Design izh_param_loader, sky130hd; sources not shown.
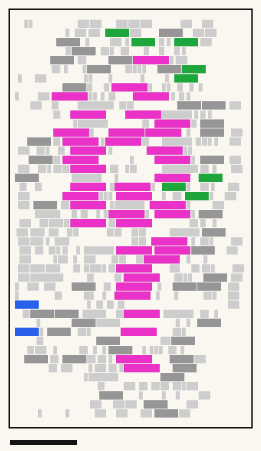
registers.png
Scale bar: 20 um.
signal	colour	flops
`p_b`	green	8
`fill`	blue	2
`shadow`	magenta	40
not coloured	40
flop share of the area: 0.490
seq pwr: 0.00122 W
Reg area: 2200 um2

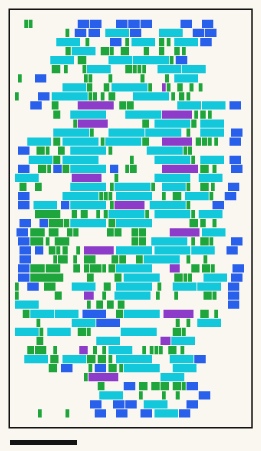
cell_classes.png
Scale bar: 20 um.
class	colour	cells
other buffers and delay cells	blue	66
clock drivers and dummy loads	purple	16
flip-flops	cyan	90
all other logic	green	213
Final Core Density: 0.537
Finished Cell Area: 4500 um2
row cnt: 44
core box area: 8370 um2

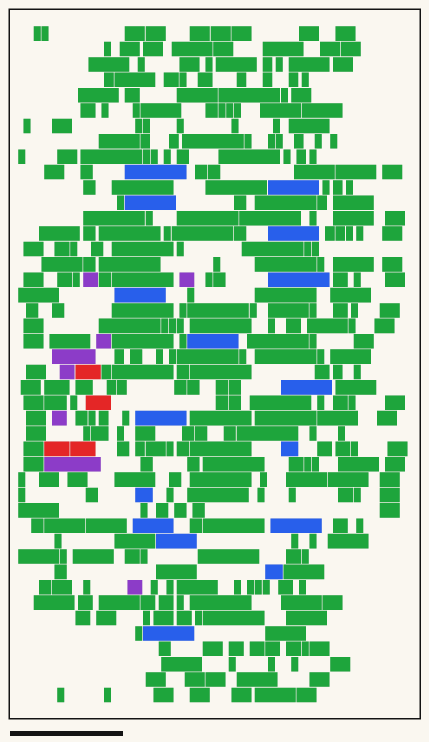
drive_strength.png
Scale bar: 20 um.
size	colour	cells	share	most used
drive 1 or less	green	357	93%	nand2_1
drive 2	red	4	1.0%	and4bb_2
drive 6 and up	blue	16	4.2%	clkbuf_16
drive 3 to 4	purple	8	2.1%	buf_4
Area Overhead vs Synth: 29.6%
final worst slack: 0.671 ns
Signal buffers: 66

==> impl_metrics.py <==
# Synthesis and PnR figures
metrics = {
    "power": {
        "ir_drop_mv": 0.306,
        "p_leak_nw": 1.65,
    },
    "final_timing": {
        "min_period_over_period": 0.790,
        "min_period_ns": 2.53,
        "grt_setup_unrepaired": "false",
        "report.final.slew_viol_count": 0,
    },
    "global_routing": {
        "overflow": 0,
        "grt_max_degree": 37,
        "antenna_found_initial": 0,
    },
    "yosys": {
        "seq_area_frac_synth": 0.634,
        "topCellsByArea": "edfxtp_1 (35%), dfxtp_1 (29%), nand2_1 (9.7%)",
        "ff_type": "dfxtp_1",
    },
    "clock_network": {
        "clock_sinks": 90,
        "clockBufferDepth": 2,
        "clk_pin_slew_worst_paths_ns": 0.06,
        "worstSkewPairLatency_ns": 0.34,
    },
    "cells_and_area": {
        "drive_gt1_frac": 0.0727,
        "diodes": 0,
    },
    "detailed_routing": {
        "routedWlPerCell_um": 13.9,
        "via_per_inst": 4.74,
        "dr_total_vias": 2370,
        "first_pass_iters": 6,
        "routed_wl_um": 6930,
    },
    "worst_setup_path": {
        "reg2reg_depth": 3,
        "crit_chain": "clkdlybuf4s50_1 > and4bb_2 > and4_1 > nand2b_1",
        "max_stage_delay_ns": 0.53,
    },
    "job": {
        "drv_cap": 0,
        "tool_warnings": 26,
    },
    "worst_hold_path": {
        "holdPathStages": 2,
    },
    "status": {
        "outcome": "finished, final reports clean",
    },
    "placement": {
        "port_buffers": 59,
    },
}
==> layout make-up <==
type	instances	area [um2]
Clock buffer	9	225
Clock inverter	7	97.6
Fill cell	785	3870
Inverter	5	18.8
Multi-Input combinational cell	208	1140
Sequential cell	90	2200
Tap cell	115	144
Timing Repair Buffer	66	668
==> cell usage in the layout, fill, tap and decap left out, drive strengths merged, types with 4 or more instances in the layout <==
cell type / instances
nand2b: 9
edfxtp: 40
buf: 7
nand3: 16
nand2: 90
or2: 4
conb: 8
nor2: 7
clkdlybuf4s50: 59
and2: 23
inv: 8
a21boi: 27
dfxtp: 50
clkbuf: 9
==> metrics by stage <==
stage | std cells | setup WS (ns) | hold WS (ns) | utilization | cell area [um2]
after floorplan | 328 | 0.667 | 0.404 | - | 3500
after global placement | 484 | 0.407 | 0.407 | 0.499 | 4170
after detailed placement | 484 | 0.338 | 0.413 | 0.499 | 4170
after CTS | 500 | 0.694 | 0.429 | 0.537 | 4500
after global routing | 500 | 0.567 | 0.447 | 0.537 | 4500
final | 500 | 0.671 | 0.428 | 0.537 | 4500
==> logic make-up (layout without fill, tap and decap cells) <==
kind of cell           Yosys count  count (layout)  synth area share
AOI/OAI and AO/OA               30              30            0.0638
buffers and inverters           30              87            0.0443
DFF                             90              90             0.634
muxes                            1               1           0.00288
other                            1               8           0.00108
and+or+nand+nor                169             169             0.253
==> metal layers <==
metal	wire length, um	global-route usage	up-vias
li1	-	-	1174
met1	2720	0.191	1120
met2	3780	0.299	58
met3	223	0.0298	18
met4	212	0.0992	0
met5	0	0	-
==> power breakdown <==
group	switching [W]	internal [W]
Combinational	0.0000525	0.0000319
Clock	0.000435	0.000689
Sequential	0.00000662	0.00121
==> worst max-delay path, delay by kind of cell <==
family / cells / cell delay (ns)
simple gates: 3 / 1.02
buf+inv: 1 / 0.53
No activity file was given, so power comes from the tool's default toggle rates.
